### Port wiring, run 1

Scale: 4 px per µm.
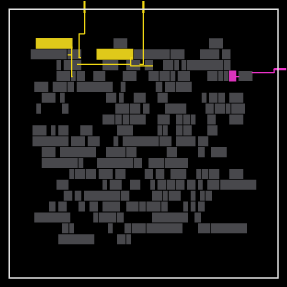
### Cell area per tile, run 1

Scale: 6 px per µm. 7 x 7 tiles, from dark blue (low) to red (high), 0 to 100% covered.
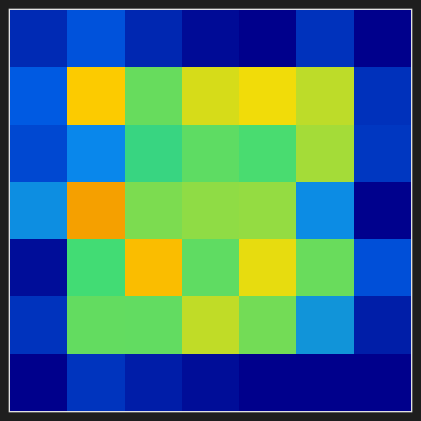
### Cell classes on the final placement, run 1

Scale: 6 px per µm.
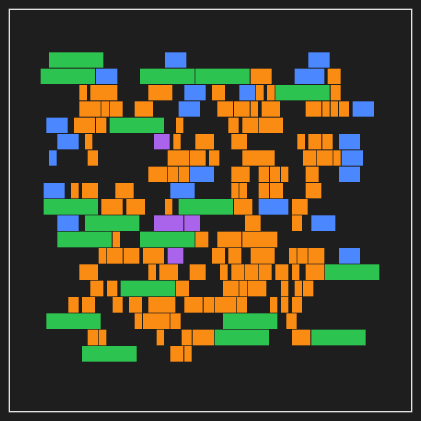
### Metal 1, run 1

Scale: 8 px per µm. Supply wires on this layer in grey. Cells faint in the background.
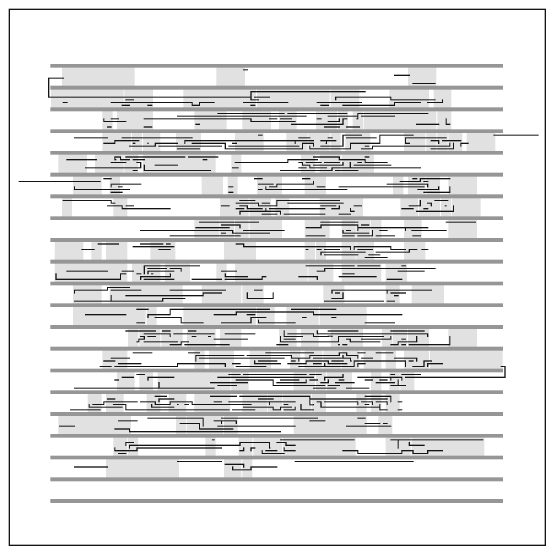
**config.mk**
```make
export PLATFORM = sky130hd
export DESIGN_NAME = k005297_sumseq_flat
export DESIGN_NICKNAME = d
export VERILOG_FILES = /design/src/rtl/k005297_sumseq_if.sv /design/src/rtl/k005297_sumseq.sv /design/src/flat_wrapper.sv
export SDC_FILE = /design/constraint.sdc
export NUM_CORES = 1
export LEC_CHECK = 0
export CELL_PAD_IN_SITES_DETAIL_PLACEMENT = 0
export CELL_PAD_IN_SITES_GLOBAL_PLACEMENT = 1
export CORE_MARGIN = 5
export CORE_UTILIZATION = 41
export CTS_CLUSTER_SIZE = 24
export DETAILED_ROUTE_END_ITERATION = 8
export GPL_TIMING_DRIVEN = 0
export PLACE_DENSITY_LB_ADDON = 0.1
export SKIP_CTS_REPAIR_TIMING = 1
export SYNTH_ARGS = -nofsm -noshare
export SYNTH_HDL_FRONTEND = slang
export SYNTH_SLANG_ARGS = --single-unit
export TNS_END_PERCENT = 20
```
**constraint.sdc**
```tcl
create_clock -name i_MCLK -period 2.8 [get_ports i_MCLK]
set_input_delay 0.28 -clock i_MCLK [delete_from_list [all_inputs] [get_ports i_MCLK]]
set_output_delay 0.28 -clock i_MCLK [all_outputs]
set_load 0.005 [all_outputs]
```
**src/rtl/k005297_sumseq_if.sv**
```systemverilog
// Handshake/strobe bundle between the page-read timing logic and the checksum sequencer.
// The err_total/errstat_clr pair exists only with K005297_SUMSEQ_ERRSTAT_EN.
interface k005297_sumseq_if;
  logic       clk2m_pcen_n;
  logic       page_start;
  logic       bdi_valid;
  logic       abort;
  logic       sumeq_n;
  logic       sum_clr;
  logic       var_shift;
  logic       const_load;
  logic       cmp_rst_n;
  logic       busy;
  logic       page_ok;
  logic       page_err;
  logic       retry_req;
  logic [1:0] retry_cnt;
`ifdef K005297_SUMSEQ_ERRSTAT_EN
  logic       errstat_clr;
  logic [7:0] err_total;
`endif

  // master: page-read timing side, which drives the sequencer inputs
  modport master (
`ifdef K005297_SUMSEQ_ERRSTAT_EN
    output errstat_clr,
    input  err_total,
`endif
    output clk2m_pcen_n, page_start, bdi_valid, abort, sumeq_n,
    input  sum_clr, var_shift, const_load, cmp_rst_n, busy,
    input  page_ok, page_err, retry_req, retry_cnt
  );

  modport slave (
`ifdef K005297_SUMSEQ_ERRSTAT_EN
    input  errstat_clr,
    output err_total,
`endif
    input  clk2m_pcen_n, page_start, bdi_valid, abort, sumeq_n,
    output sum_clr, var_shift, const_load, cmp_rst_n, busy,
    output page_ok, page_err, retry_req, retry_cnt
  );
endinterface

```
**src/rtl/k005297_sumseq.sv**
```systemverilog
// Page-checksum sequencer: accumulate payload, shift in stored checksum, compare, retry.
// Define K005297_SUMSEQ_ERRSTAT_EN to add the saturating error-total counter.
module k005297_sumseq #(
  parameter int unsigned PAGE_BITS = 512,
  parameter int unsigned SUM_BITS  = 12,
  parameter int unsigned MAX_RETRY = 3,
  parameter int unsigned CNT_W     = 10
) (
  input  logic               i_MCLK,
  input  logic               i_RST,
  k005297_sumseq_if.slave    bus
);

  localparam logic [CNT_W-1:0] PAGE_LAST = CNT_W'(PAGE_BITS - 1);
  localparam logic [CNT_W-1:0] SUM_LAST  = CNT_W'(SUM_BITS - 1);
  localparam logic [CNT_W-1:0] CMP_LAST  = CNT_W'(SUM_BITS);
  localparam logic [1:0]       RETRY_LIM = 2'(MAX_RETRY);

  typedef enum logic [2:0] {IDLE, CLEAR, ACCUM, LOADK, CMP, JUDGE, WAITRD} state_t;

  state_t           state, state_nx;
  logic [CNT_W-1:0] cnt, cnt_nx;
  logic [1:0]       retry_cnt, retry_cnt_nx;
  logic             tick, abort_hit;
  logic             ok_set, err_set, retry_set;
  logic             ok_q, err_q, retry_q;
  logic             sum_clr, var_shift, const_load, cmp_rst_n, busy;

  assign tick      = ~bus.clk2m_pcen_n;
  assign abort_hit = bus.abort && (state != IDLE);

  // State register
  always_ff @(posedge i_MCLK or posedge i_RST) begin
    if (i_RST)     state <= IDLE;
    else if (tick) state <= state_nx;
  end

  // Next state, bit counter and judge outcome
  always_comb begin
    state_nx     = state;
    cnt_nx       = cnt;
    retry_cnt_nx = retry_cnt;
    ok_set       = 1'b0;
    err_set      = 1'b0;
    retry_set    = 1'b0;
    case (state)
      IDLE: if (bus.page_start) begin
        state_nx     = CLEAR;
        retry_cnt_nx = 2'd0;
      end
      CLEAR: begin
        cnt_nx   = '0;
        state_nx = ACCUM;
      end
      ACCUM: if (bus.bdi_valid) begin
        if (cnt == PAGE_LAST) begin
          cnt_nx   = '0;
          state_nx = LOADK;
        end else cnt_nx = cnt + CNT_W'(1);
      end
      LOADK: if (bus.bdi_valid) begin
        if (cnt == SUM_LAST) begin
          cnt_nx   = '0;
          state_nx = CMP;
        end else cnt_nx = cnt + CNT_W'(1);
      end
      // One re-arm tick followed by SUM_BITS compare ticks
      CMP: begin
        if (cnt == CMP_LAST) begin
          cnt_nx   = '0;
          state_nx = JUDGE;
        end else cnt_nx = cnt + CNT_W'(1);
      end
      JUDGE: begin
        if (!bus.sumeq_n) begin
          ok_set   = 1'b1;
          state_nx = IDLE;
        end else if (retry_cnt < RETRY_LIM) begin
          retry_set    = 1'b1;
          retry_cnt_nx = (retry_cnt == 2'd3) ? retry_cnt : retry_cnt + 2'd1;
          state_nx     = WAITRD;
        end else begin
          err_set  = 1'b1;
          state_nx = IDLE;
        end
      end
      WAITRD: if (bus.page_start) state_nx = CLEAR;
      default: state_nx = IDLE;
    endcase
    // Abort overrides every transition, including a passing judge
    if (abort_hit) begin
      state_nx     = IDLE;
      cnt_nx       = '0;
      retry_cnt_nx = retry_cnt;
      ok_set       = 1'b0;
      retry_set    = 1'b0;
      err_set      = 1'b1;
    end
  end

  // Datapath strobes, combinational from state and inputs
  always_comb begin
    sum_clr    = 1'b0;
    var_shift  = 1'b0;
    const_load = 1'b0;
    cmp_rst_n  = 1'b1;
    busy       = (state != IDLE);
    case (state)
      CLEAR: begin
        sum_clr   = 1'b1;
        cmp_rst_n = 1'b0;
      end
      ACCUM: var_shift = bus.bdi_valid;
      LOADK: begin
        var_shift  = bus.bdi_valid;
        const_load = bus.bdi_valid;
      end
      CMP:     cmp_rst_n = (cnt != '0);
      default: ;
    endcase
    if (abort_hit) begin
      sum_clr    = 1'b1;
      var_shift  = 1'b0;
      const_load = 1'b0;
    end
  end

  // Counters and one-tick result pulses
  always_ff @(posedge i_MCLK or posedge i_RST) begin
    if (i_RST) begin
      cnt       <= '0;
      retry_cnt <= 2'd0;
      ok_q      <= 1'b0;
      err_q     <= 1'b0;
      retry_q   <= 1'b0;
    end else if (tick) begin
      cnt       <= cnt_nx;
      retry_cnt <= retry_cnt_nx;
      ok_q      <= ok_set;
      err_q     <= err_set;
      retry_q   <= retry_set;
    end
  end

  assign bus.sum_clr    = sum_clr;
  assign bus.var_shift  = var_shift;
  assign bus.const_load = const_load;
  assign bus.cmp_rst_n  = cmp_rst_n;
  assign bus.busy       = busy;
  assign bus.page_ok    = ok_q;
  assign bus.page_err   = err_q;
  assign bus.retry_req  = retry_q;
  assign bus.retry_cnt  = retry_cnt;

`ifdef K005297_SUMSEQ_ERRSTAT_EN
  logic [7:0] err_total;

  // Saturating count of error pulses; a clear coinciding with an error leaves 1
  always_ff @(posedge i_MCLK or posedge i_RST) begin
    if (i_RST) err_total <= 8'd0;
    else if (tick) begin
      if (bus.errstat_clr)                     err_total <= 8'(err_set);
      else if (err_set && err_total != 8'hFF)  err_total <= err_total + 8'd1;
    end
  end

  assign bus.err_total = err_total;
`endif

endmodule

```
**src/flat_wrapper.sv**
```systemverilog
// flat-port wrapper written by rule: the top's interface ports become plain ports
module k005297_sumseq_flat 
#(
  parameter int unsigned PAGE_BITS = 512,
  parameter int unsigned SUM_BITS  = 12,
  parameter int unsigned MAX_RETRY = 3,
  parameter int unsigned CNT_W     = 10
)
  (i_MCLK, i_RST, bus_clk2m_pcen_n, bus_page_start, bus_bdi_valid, bus_abort, bus_sumeq_n, bus_sum_clr, bus_var_shift, bus_const_load, bus_cmp_rst_n, bus_busy, bus_page_ok, bus_page_err, bus_retry_req, bus_retry_cnt);
  k005297_sumseq_if bus_i ();
  input  logic i_MCLK;
  input  logic i_RST;
  input wire logic [$bits(bus_i.clk2m_pcen_n)-1:0] bus_clk2m_pcen_n;
  input wire logic [$bits(bus_i.page_start)-1:0] bus_page_start;
  input wire logic [$bits(bus_i.bdi_valid)-1:0] bus_bdi_valid;
  input wire logic [$bits(bus_i.abort)-1:0] bus_abort;
  input wire logic [$bits(bus_i.sumeq_n)-1:0] bus_sumeq_n;
  output wire logic [$bits(bus_i.sum_clr)-1:0] bus_sum_clr;
  output wire logic [$bits(bus_i.var_shift)-1:0] bus_var_shift;
  output wire logic [$bits(bus_i.const_load)-1:0] bus_const_load;
  output wire logic [$bits(bus_i.cmp_rst_n)-1:0] bus_cmp_rst_n;
  output wire logic [$bits(bus_i.busy)-1:0] bus_busy;
  output wire logic [$bits(bus_i.page_ok)-1:0] bus_page_ok;
  output wire logic [$bits(bus_i.page_err)-1:0] bus_page_err;
  output wire logic [$bits(bus_i.retry_req)-1:0] bus_retry_req;
  output wire logic [$bits(bus_i.retry_cnt)-1:0] bus_retry_cnt;
  assign bus_i.clk2m_pcen_n = bus_clk2m_pcen_n;
  assign bus_i.page_start = bus_page_start;
  assign bus_i.bdi_valid = bus_bdi_valid;
  assign bus_i.abort = bus_abort;
  assign bus_i.sumeq_n = bus_sumeq_n;
  assign bus_sum_clr = bus_i.sum_clr;
  assign bus_var_shift = bus_i.var_shift;
  assign bus_const_load = bus_i.const_load;
  assign bus_cmp_rst_n = bus_i.cmp_rst_n;
  assign bus_busy = bus_i.busy;
  assign bus_page_ok = bus_i.page_ok;
  assign bus_page_err = bus_i.page_err;
  assign bus_retry_req = bus_i.retry_req;
  assign bus_retry_cnt = bus_i.retry_cnt;
  k005297_sumseq #(.PAGE_BITS(PAGE_BITS), .SUM_BITS(SUM_BITS), .MAX_RETRY(MAX_RETRY), .CNT_W(CNT_W)) u_core (.i_MCLK(i_MCLK), .i_RST(i_RST), .bus(bus_i));
endmodule
```
==> metrics.yaml, run 1 <==
outcome:
  outcome: "finished clean"
finish:
  clockBufferCount: 4
  layout_top_cell: "sky130_fd_sc_hd__dfrtp_1"
  dominant_class_by_area: "multi-input combinational cells"
  finalNonFillerCells: 210
  multi_input_combinational: 113
  proportion_of_cell_area_occupied_by_registers_pct: 29.0
  layout-drive-gt1-share_pct: 18.7
  seq_cells: 18
  nonClockBufferCount: 21
worst_setup_path:
  critical_path.cell_chain: "ha_1, nand3_1, nor4_1, o221ai_2, buf_6, and2_4, o32ai_1"
  crit_type: "reg -> reg"
  reg2regPathDepth: 7
  critical_path.top_delay_family: "simple AND/OR/NAND/NOR gates"
  cpMaxStageDelayCell: "sky130_fd_sc_hd__nor4_1"
  worst_setup_path_startpoint: "u_core.cnt[0]$_DFFE_PP0P_"
  critical_path.max_stage_delay_ps: 530
clocking:
  clock_tree.htree_level_count: 1
  cts.root.buffer_cell: "sky130_fd_sc_hd__clkbuf_4"
  worst_skew_pair.late_latency_ps: 300
  clock_tree_from_tritoncts: "done"
  tritoncts_num_sinks: 18
final_timing:
  timing.slew.headroom_pct: 48.6
  timing.final.ws_setup_ps: 411
  totalNegativeSetupSlack_ps: 0
  min_period_over_period_pct: 85.3
  setup_violations_final: 0
yosys:
  mappedNetlistNets: 158
  synth_cell_types: 52
  mappedNetlistArea_um2: 1320
  dominant_cell_type_by_area_after_synthesis: "sky130_fd_sc_hd__dfrtp_1"
  synth_cells: 148
  synth-edff-count: 0
  ys_area_um2: 1320
  ys.warnings.count: 0
  yosys-dominant-comb-family: "simple AND/OR/NAND/NOR gates"
power_and_ir_drop:
  top_power_group: "combinational logic"
  seq_power_share_pct: 27.5
  p_sw_share_pct: 41.9
  peakVddDrop_uv: 301
  total_net_switching_power_w: 0.000511
grt:
  grt_overflow_total: 0
place:
  dp_worst_setup_slack_ps: 495
  dpl.cell_count: 206
die:
  fp-row-count: 20
routing:
  ant_nets: 0
  first_iter_violations: 69
  1st_pass_router_iterations: 4
  vias_per_cell: 5.79
Back to the opening pictures, 'Port wiring':
bus_sum_clr: in magenta, bits 1, direction output, end cells 1, buffers 1, wire 8.00 µm. bus_retry_cnt: in yellow, bits 2, direction output, end cells 2, buffers 2, wire 57.7 µm.

Back to the opening pictures, 'Cell area per tile':
The mean over all tiles is 34%. 14% of the tiles are nearly empty. The densest ninth of the die: centre. The emptiest ninth of the die: lower right.

Back to the opening pictures, 'Cell classes on the final placement':
clock drivers and dummy loads: in purple, cells 4, share of their area 2.4%. flip-flops: in green, cells 18, share of their area 30%. other buffers and delay cells: in blue, cells 21, share of their area 14%. all other logic: in orange, cells 123, share of their area 53%.
post-layout util: 50.5%
placeable core area: 3080 µm²
Post-Layout Inst Area: 1560 µm²

Back to the opening pictures, 'Metal 1':
158 nets have wire on it. The layer holds 50% of the routed length. The layer carries 1,660 µm of wire.
total via count in the routed design: 1,216
met1 GRT Util: 24.2%

## run 1: per-layer routing
layer	share of wire, %	track usage, %
met3	6.0	3.37
met2	43	24.5
met1	50	24.2
met4	0.64	6.85
met5	0	0
## run 1: flip-flops by register name, summed over array words and instances, names as in the netlist
register              flops
u_core.cnt               10
u_core.state              3
u_core.bus.retry_cnt      2
u_core.bus.page_err       1
u_core.bus.page_ok        1
u_core.bus.retry_req      1
## run 1: stage by stage
step | hold WS, ps | utilization (%)
2_1_floorplan | 219 | -
3_3_place_gp | 469 | 49.3
3_5_place_dp | 476 | 49.3
4_1_cts | 391 | 50.5
5_1_grt | 409 | 50.5
6_report | 389 | 50.5
## Run 2: what changed since run 1
- ABC_AREA: not set -> 1
- CAP_MARGIN: not set -> 10
- CORE_ASPECT_RATIO: not set -> 0.9
- CORE_UTILIZATION: 41 -> 39
==> run 2 against run 1 <==
  * Hold slack improved by 48 ps
  * Area after synthesis grew 7.1%
  * Cell area grew 8.5%
  * Combinational power is 3% lower
  * Clock skew decreased by 1.4 ps
  * Worst setup slack worse by 26 ps
  * Critical endpoint is now bus_var_shift
  * Largest power group unchanged
  * Wire length up 9.6%
  * Largest cell class unchanged
  * Clock-buffer cell count did not move
  * Sequential power rose by 4%
  * Clock power grew 25%
  * Die size rose by 11%
  * Sequential share of layout area is 2.3 points lower
==> metrics.yaml, run 2 <==
outcome:
  outcome: "finished clean"
power_and_ir_drop:
  p_sw_share_pct: 44.4  # +2.5 points
  peakVddDrop_uv: 497  # +65%
  seq_power_share_pct: 27.8  # +0.3 points
  top_power_group: "combinational logic"
die:
  fp-row-count: 20  # unchanged
grt:
  use_met3_pct: 3.13  # -0.25 points
  globalRoute.busiestLayer: "met2"
  met2_resource_use_gr_pct: 26.3  # +1.8 points
  grt_overflow_total: 0  # unchanged
yosys:
  synth_cell_types: 26  # -50%
  synth_cells: 221  # +49%
  synth-edff-count: 0  # unchanged
  ys.warnings.count: 0  # unchanged
  mappedNetlistArea_um2: 1420  # +7.1%
  yosys-dominant-comb-family: "simple AND/OR/NAND/NOR gates"
  ys_area_um2: 1420  # +7.1%
clocking:
  clock_tree_from_tritoncts: "done"
  clock_tree.htree_level_count: 1  # unchanged
  cts.root.buffer_cell: "sky130_fd_sc_hd__clkbuf_8"
final_timing:
  totalNegativeSetupSlack_ps: 0  # unchanged
  setup_violations_final: 0  # unchanged
  hold-worst-slack_ps: 436  # +47.6 ps
  min_period_over_period_pct: 86.2  # +0.93 points
  timing.slew.headroom_pct: 52.9  # +4.4 points
  timing.final.ws_setup_ps: 385  # -26.2 ps
worst_setup_path:
  critical_path.max_stage_delay_ps: 520  # about the same
  crit_type: "reg -> out"
  critical_path.top_delay_family: "buffers and inverters"
  critical_path.cell_chain: "buf_6, nor2_2, nand2_2, nand2_4, buf_4, inv_1, nor3_1, clkdlybuf4s50_1"
  worst_setup_path_startpoint: "u_core.state[0]$_DFFE_PP0P_"
  reg2regPathDepth: 10  # +3
routing:
  ant_nets: 0  # unchanged
  1st_pass_router_iterations: 4  # unchanged
  first_iter_violations: 102  # +48%
  routed-wl-met2_um: 1620  # +13%
  highest-signal-layer: "met4"
  dr_wl_met3_um: 151  # -25%
  vias_per_cell: 5.02  # -13%
finish:
  finalNonFillerCells: 285  # +36%
  post-route-cell-area_um2: 1690  # +8.5%
place:
  dpl.cell_count: 281  # +36%
run 2: netlist changes by cell type after synthesis, moves of 4 or more:
| cell | before | now |
|---|---|---|
| sky130_fd_sc_hd__nand2_1 | 11 | 76 |
| sky130_fd_sc_hd__nand3_1 | 5 | 25 |
| sky130_fd_sc_hd__inv_2 | 0 | 6 |
| sky130_fd_sc_hd__inv_1 | 10 | 23 |
| sky130_fd_sc_hd__nand2_2 | 0 | 6 |
| sky130_fd_sc_hd__nor4_1 | 4 | 0 |
| sky130_fd_sc_hd__a31o_2 | 4 | 0 |
| sky130_fd_sc_hd__nor2_1 | 11 | 23 |
run 2: area by class of cell:
cell class	count	area (µm²)
well taps	44	55.1
fillers	357	1770
plain buffers	3	30.0
repair buffers	16	160
flip-flops and latches	18	450
clock buffers	4	55.1
inverters	29	109
multi-input cells	171	828
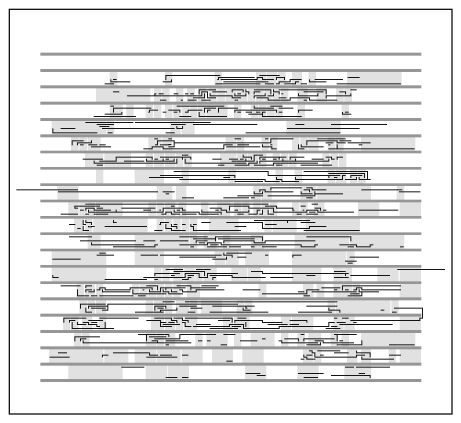
*Metal 1, run 2*
Scale: 6 px per µm. Supply wires on this layer in grey. Cells faint in the background.
total wire length after detailed routing: 3630 µm
total via count in the routed design: 1,431
met1 GRT Util: 23.0%

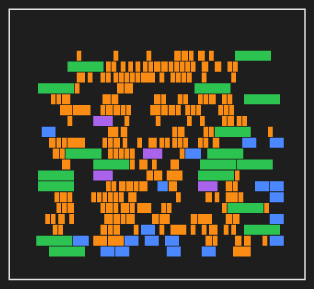
*Cell classes on the final placement, run 2*
Scale: 4 px per µm.
flip-flops: in green, cells 18, share of their area 28%. all other logic: in orange, cells 200, share of their area 57%. other buffers and delay cells: in blue, cells 19, share of their area 12%. clock drivers and dummy loads: in purple, cells 4, share of their area 3.4%.

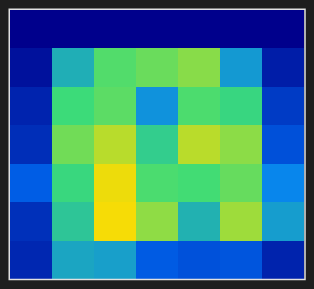
*Cell area per tile, run 2*
Scale: 4 px per µm. 7 x 7 tiles, from dark blue (low) to red (high), 0 to 100% covered.
placeable core area: 3450 µm²
post-layout util: 48.9%
initial standard-cell utilization of the core: 41.1%

Power and IR drop assume default switching activity.
